==> run_1/layer_met1.png <==
Supply wires on this layer in grey.
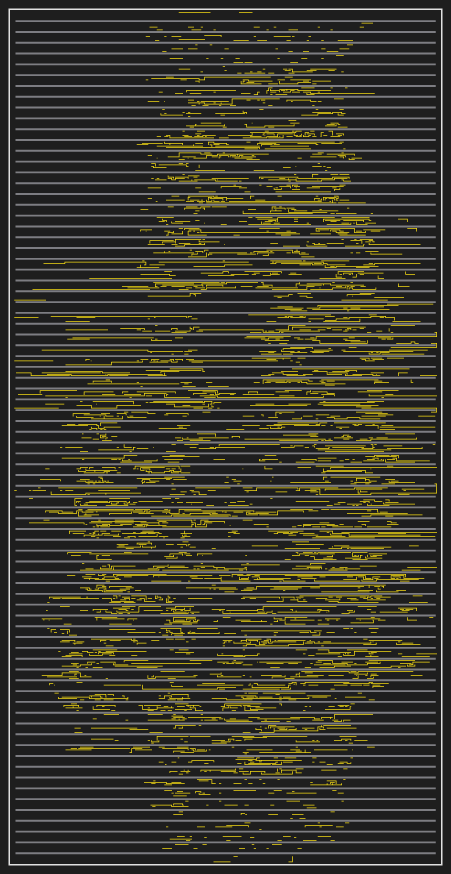
==> run_1/layer_met4.png <==
Scale bar: 20 um. Supply wires on this layer in grey. Cells faint in the background.
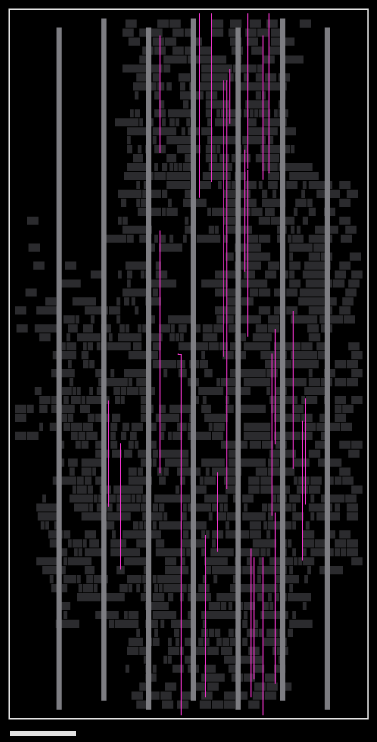
==> run_1/cell_density.png <==
The die is cut into 11 by 21 equal tiles; white is low, dark blue is high, 0 to 100% covered.
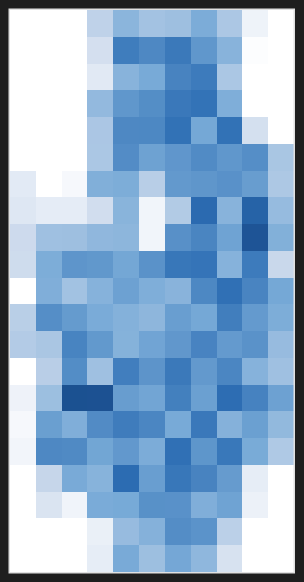
$ cat config.mk
export PLATFORM = sky130hd
export DESIGN_NAME = display_scheduler
export DESIGN_NICKNAME = d
export VERILOG_FILES = /design/src/rtl/disp_pkg.sv /design/src/rtl/display_tick.sv /design/src/rtl/display_scheduler.sv
export SDC_FILE = /design/constraint.sdc
export NUM_CORES = 1
export LEC_CHECK = 0
export CAP_MARGIN = 20
export CORE_ASPECT_RATIO = 2
export CORE_UTILIZATION = 30
export CTS_CLUSTER_SIZE = 16
export DETAILED_ROUTE_END_ITERATION = 8
export SKIP_CTS_REPAIR_TIMING = 1
export SLEW_MARGIN = 20
export SYNTH_ARGS = -nofsm -noshare
export SYNTH_HDL_FRONTEND = slang
export SYNTH_SLANG_ARGS = --single-unit
export TNS_END_PERCENT = 5
$ cat constraint.sdc
create_clock -name clk100MHZ -period 2.5 [get_ports clk100MHZ]
set_input_delay 0.5 -clock clk100MHZ [delete_from_list [all_inputs] [get_ports clk100MHZ]]
set_output_delay 0.5 -clock clk100MHZ [all_outputs]
set_load 0.005 [all_outputs]
$ cat src/rtl/disp_pkg.sv
// ----------------------------------------------------------------------------
// disp_pkg : shared digit-image constants and scheduler state encoding
// Rev 1.0
// ----------------------------------------------------------------------------
`default_nettype none

package disp_pkg;

  localparam int DIGITS = 8;
  localparam int DIG_W  = 5;
  localparam int IMG_W  = DIGITS * DIG_W;

  // Must stay identical to the seven-segment decoder's blank code.
  localparam logic [DIG_W-1:0] DIG_BLANK = 5'h1F;

  localparam logic [1:0] MODE_BANNER = 2'd0;
  localparam logic [1:0] MODE_TXN    = 2'd1;
  localparam logic [1:0] MODE_ALERT  = 2'd2;

  typedef enum logic [1:0] {
    ST_BANNER = 2'd0,
    ST_TXN    = 2'd1,
    ST_ALERT  = 2'd2
  } sched_state_e;

  function automatic logic [IMG_W-1:0] blank_img();
    return {DIGITS{DIG_BLANK}};
  endfunction

endpackage

`default_nettype wire

$ cat src/rtl/display_tick.sv
// ----------------------------------------------------------------------------
// display_tick : divides clk100MHZ down to a one-cycle tick every TICK_DIV clocks
// Rev 1.0
// ----------------------------------------------------------------------------
`default_nettype none

module display_tick #(
  parameter int TICK_DIV = 10000000
) (
  input  logic clk100MHZ,
  input  logic reset,
  input  logic en,
  output logic tick
);

  localparam int            CW   = $clog2(TICK_DIV);
  localparam logic [CW-1:0] LAST = CW'(TICK_DIV - 1);

  logic [CW-1:0] cnt_q, cnt_d;

  always_comb begin
    cnt_d = cnt_q + 1'b1;
    if (cnt_q == LAST) cnt_d = '0;
  end

  always_ff @(posedge clk100MHZ) begin
    if (reset || !en) cnt_q <= '0;
    else              cnt_q <= cnt_d;
  end

  assign tick = en && (cnt_q == LAST);

endmodule

`default_nettype wire

$ cat src/rtl/display_scheduler.sv
// ----------------------------------------------------------------------------
// display_scheduler : picks alert / transaction / banner image for the display
// Rev 1.0
// ----------------------------------------------------------------------------
`default_nettype none

module display_scheduler
  import disp_pkg::*;
#(
  parameter int TICK_DIV     = 10000000,
  parameter int BLINK_TICKS  = 5,
  parameter int SCROLL_TICKS = 3
) (
  input  logic             clk100MHZ,
  input  logic             reset,
  input  logic             power,
  input  logic             base_valid,
  input  logic [IMG_W-1:0] base_dig,
  input  logic [7:0]       blink_mask,
  input  logic             banner_en,
  input  logic [IMG_W-1:0] banner_dig,
  input  logic             alert_req,
  input  logic [IMG_W-1:0] alert_dig,
  input  logic [3:0]       alert_ticks,
  input  logic             alert_clear,
  output logic             alert_ack,
  output logic             alert_busy,
  output logic [1:0]       mode,
  output logic             disp_on,
  output logic [IMG_W-1:0] dig_out
);

  localparam int BW = (BLINK_TICKS  > 1) ? $clog2(BLINK_TICKS)  : 1;
  localparam int SW = (SCROLL_TICKS > 1) ? $clog2(SCROLL_TICKS) : 1;

  sched_state_e     state_q, state_d;
  logic [3:0]       hold_q, hold_d;
  logic [IMG_W-1:0] alert_img_q, alert_img_d;
  logic [BW-1:0]    blink_cnt_q, blink_cnt_d;
  logic             blink_on_q, blink_on_d;
  logic [SW-1:0]    scroll_cnt_q, scroll_cnt_d;
  logic [2:0]       offset_q, offset_d;
  logic [IMG_W-1:0] dig_q, dig_d;
  logic [1:0]       mode_q, mode_d;
  logic             disp_on_q;
  logic             accept;
  logic             tick;

  display_tick #(.TICK_DIV(TICK_DIV)) u_tick (
    .clk100MHZ (clk100MHZ),
    .reset     (reset),
    .en        (power),
    .tick      (tick)
  );

  always_comb begin
    state_d     = state_q;
    hold_d      = hold_q;
    alert_img_d = alert_img_q;
    accept      = 1'b0;
    if (state_q == ST_ALERT) begin
      if (alert_clear) begin
        state_d = base_valid ? ST_TXN : ST_BANNER;
      end else if (tick) begin
        hold_d = hold_q - 4'd1;
        if (hold_q == 4'd1) state_d = base_valid ? ST_TXN : ST_BANNER;
      end
    end else if (alert_req && !alert_clear) begin
      state_d     = ST_ALERT;
      accept      = 1'b1;
      alert_img_d = alert_dig;
      hold_d      = (alert_ticks == 4'd0) ? 4'd1 : alert_ticks;
    end else begin
      state_d = base_valid ? ST_TXN : ST_BANNER;
    end
  end

  // Blink phase runs in every state; scroll only advances while the banner shows.
  always_comb begin
    blink_cnt_d  = blink_cnt_q;
    blink_on_d   = blink_on_q;
    scroll_cnt_d = scroll_cnt_q;
    offset_d     = offset_q;
    if (tick) begin
      if (blink_cnt_q == BW'(BLINK_TICKS - 1)) begin
        blink_cnt_d = '0;
        blink_on_d  = !blink_on_q;
      end else begin
        blink_cnt_d = blink_cnt_q + 1'b1;
      end
    end
    if (state_d == ST_BANNER && state_q != ST_BANNER) begin
      scroll_cnt_d = '0;
      offset_d     = 3'd0;
    end else if (state_q == ST_BANNER && tick) begin
      if (scroll_cnt_q == SW'(SCROLL_TICKS - 1)) begin
        scroll_cnt_d = '0;
        offset_d     = offset_q + 3'd1;
      end else begin
        scroll_cnt_d = scroll_cnt_q + 1'b1;
      end
    end
  end

  always_comb begin
    dig_d  = blank_img();
    mode_d = MODE_BANNER;
    case (state_q)
      ST_ALERT: begin
        dig_d  = alert_img_q;
        mode_d = MODE_ALERT;
      end
      ST_TXN: begin
        mode_d = MODE_TXN;
        for (int i = 0; i < DIGITS; i++) begin
          dig_d[i*DIG_W +: DIG_W] = (blink_mask[i] && !blink_on_q) ?
                                    DIG_BLANK : base_dig[i*DIG_W +: DIG_W];
        end
      end
      default: begin
        if (banner_en) begin
          // Left rotation by offset digits: output digit i takes source digit i-offset.
          for (int i = 0; i < DIGITS; i++) begin
            logic [2:0] src;
            src = 3'(i) - offset_q;
            dig_d[i*DIG_W +: DIG_W] = banner_dig[src*DIG_W +: DIG_W];
          end
        end
      end
    endcase
  end

  always_ff @(posedge clk100MHZ) begin
    if (reset || !power) begin
      state_q      <= ST_BANNER;
      hold_q       <= 4'd0;
      alert_img_q  <= blank_img();
      blink_cnt_q  <= '0;
      blink_on_q   <= 1'b1;
      scroll_cnt_q <= '0;
      offset_q     <= 3'd0;
      dig_q        <= blank_img();
      mode_q       <= MODE_BANNER;
      disp_on_q    <= 1'b0;
    end else begin
      state_q      <= state_d;
      hold_q       <= hold_d;
      alert_img_q  <= alert_img_d;
      blink_cnt_q  <= blink_cnt_d;
      blink_on_q   <= blink_on_d;
      scroll_cnt_q <= scroll_cnt_d;
      offset_q     <= offset_d;
      dig_q        <= dig_d;
      mode_q       <= mode_d;
      disp_on_q    <= power;
    end
  end

  assign alert_ack  = accept && power && !reset;
  assign alert_busy = (state_q == ST_ALERT);
  assign mode       = mode_q;
  assign disp_on    = disp_on_q;
  assign dig_out    = dig_q;

endmodule

`default_nettype wire

==> results.py, run 1 <==
# Generated from Yosys and OpenROAD reports
metrics = {
    "status": {
        "outcome": "finished, final reports clean",
    },
    "final_timing": {
        "timing.fmax_mhz": 418,
        "clock_skew_ns": 0.0118,
        "worst-slew-pin-transition_ns": 0.722,
    },
    "final_layout": {
        "layout.cells.most_common_list": "sky130_fd_sc_hd__clkdlybuf4s50_1, sky130_fd_sc_hd__nand2_1, sky130_fd_sc_hd__dfxtp_1",
        "signal_buffers": 208,
        "clkbuf_count": 19,
        "num-nonclk-inverters": 19,
        "comb_cells": 563,
        "antenna-diode-count": 3,
    },
    "power": {
        "power_density_normalized_to_cell_area_mw_per_mm2": 546,
        "seq-power_mw": 2.03,
        "leakagePower_nw": 3.39,
        "power.combinational.fraction_pct": 14.1,
    },
    "synth": {
        "synth_cells": 757,
        "netlist.area_leader.share_pct": 35.9,
    },
    "flow_run": {
        "cap_violations": 0,
    },
    "drt": {
        "ant_nets": 0,
        "route.detailed.vias_per_inst": 5.38,
        "vias": 6579,
        "wire_per_inst_um": 20.0,
        "drc": 0,
    },
    "placed_design": {
        "gp_congestion": 0.891,
        "placed_area_mm2": 0.00896,
    },
    "global_routing": {
        "groute.layer.met1.usage_pct": 21.6,
    },
    "die": {
        "io-pin-count": 184,
        "floorplanUtilization_pct": 30.7,
        "chipWidth_um": 108,
    },
    "worst_setup_path": {
        "critical_path_arrival_ns": 1.89,
        "cp.buffers_inverters": 2,
    },
}
Back to the opening pictures, layer_met1.png:
main direction	horizontal
wire length on this layer	8320 um
nets with wire on the layer	960
longest straight run	40.0 um
share of all routed wire	34%

Back to the opening pictures, layer_met4.png:
nets with wire on the layer	25
share of all routed wire	5.3%
main direction	vertical
wire length on this layer	1300 um
longest straight run	124 um

Back to the opening pictures, cell_density.png:
mean over tiles	40%
fullest tile	87%
emptiest ninth of the die	upper left
tiles over 75% full	3.0%
nearly empty tiles	19%

==> run 1: kinds of logic after synthesis <==
| family | after synthesis | synth area share [%] |
|---|---|---|
| simple gates | 329 | 22.3 |
| flops | 122 | 35.9 |
| compound gates | 113 | 12.0 |
| mux | 85 | 19.9 |
| buf+inv | 72 | 4.60 |
| fa+ha+maj | 10 | 1.84 |
| xor+xnor | 26 | 3.46 |
==> run 1: worst paths after layout <==
| kind | from | to | slack (ns) | depth (start not counted) |
|---|---|---|---|---|
| min reg2reg | u_tick.cnt_q[0] | u_tick.cnt_q[0] | 0.47 | 1 |
| max reg2reg | offset_q[0] | dig_out[14] | 0.33 | 7 |
| min | u_tick.cnt_q[0] | u_tick.cnt_q[0] | 0.47 | 1 |
| max | state_q[0] | alert_ack | 0.11 | 6 |
==> run 2, diff against run 1 <==
--- a/config.mk
+++ b/config.mk
@@ -14,5 +14,6 @@
 export SLEW_MARGIN = 20
 export SYNTH_ARGS = -nofsm -noshare
 export SYNTH_HDL_FRONTEND = slang
+export SYNTH_HIERARCHICAL = 1
 export SYNTH_SLANG_ARGS = --single-unit
 export TNS_END_PERCENT = 5
==> run_2/cell_density.png <==
The die is cut into 11 by 21 equal tiles; white is low, dark blue is high, 0 to 100% covered.
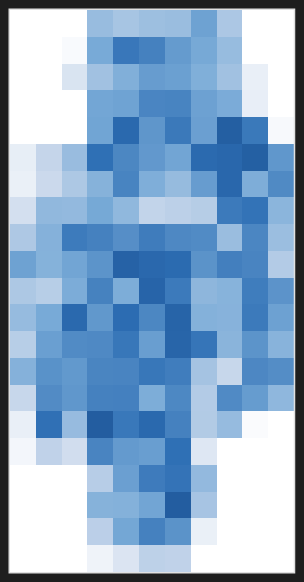
tiles over 75% full	7.4%
fullest tile	82%
emptiest ninth of the die	lower right

==> results.py, run 2 <==
# Generated from Yosys and OpenROAD reports
metrics = {
    "placed_design": {
        "gp_congestion": 0.935,
        "placed_area_mm2": 0.00893,
    },
    "status": {
        "outcome": "finished, final reports clean",
    },
    "die": {
        "floorplanUtilization_pct": 30.8,
        "io-pin-count": 184,
    },
    "synth": {
        "synth.mux.area_fraction_pct": 19.7,
        "synth.comb.largest_family": "simple AND/OR/NAND/NOR gates",
        "fa_ha_maj_area_share_pct": 1.87,
        "netlist.area_leader.share_pct": 36.6,
        "synth_cells": 722,
        "ys_sh_xor_pct": 2.62,
        "yosys.area_share.simple_pct": 20.9,
    },
    "final_timing": {
        "timing.fmax_mhz": 408,
        "clock_skew_ns": 0.00850,
        "worst-slew-pin-transition_ns": 0.582,
        "grt_setup_unrepaired": "true",
    },
    "power": {
        "seq-power_mw": 2.03,
        "leakagePower_nw": 3.44,
        "power_density_normalized_to_cell_area_mw_per_mm2": 541,
        "power.combinational.fraction_pct": 13.0,
    },
    "final_layout": {
        "layout.cells.most_common_list": "sky130_fd_sc_hd__clkdlybuf4s50_1, sky130_fd_sc_hd__nand2_1, sky130_fd_sc_hd__dfxtp_1",
        "clkbuf_count": 19,
        "num-nonclk-inverters": 19,
        "comb_cells": 529,
    },
    "flow_run": {
        "cap_violations": 0,
    },
    "drt": {
        "wire_per_inst_um": 20.4,
        "vias": 6574,
        "ant_nets": 0,
        "drc": 0,
        "route.detailed.vias_per_inst": 5.42,
    },
    "worst_setup_path": {
        "critical_path_arrival_ns": 2.80,
        "slack_of_the_worst_reg_to_reg_path_ns": 0.05,
    },
    "global_routing": {
        "groute.layer.met1.usage_pct": 23.3,
    },
}
run 2: netlist changes by cell type after synthesis, sizes merged, moves of 10 or more:
| cell | previous run | this run |
|---|---|---|
| nand2 | 180 | 139 |
| a32o | 40 | 0 |
| a31oi | 1 | 30 |
| o22ai | 2 | 31 |
| mux2i | 44 | 16 |
| clkbuf | 37 | 26 |
| a32oi | 0 | 10 |
| buf | 16 | 26 |
| mux4 | 40 | 50 |
run 2: final timing paths:
check	from	end	depth (start not counted)
worst max-delay path	u_tick/cnt_q[18]	offset_q[0]	8
worst min-delay path	alert_img_q[11]	alert_img_q[11]	2
worst max register to register	u_tick/cnt_q[18]	offset_q[0]	8
worst min register to register	alert_img_q[11]	alert_img_q[11]	2
No activity file was given, so power comes from the tool's default toggle rates.
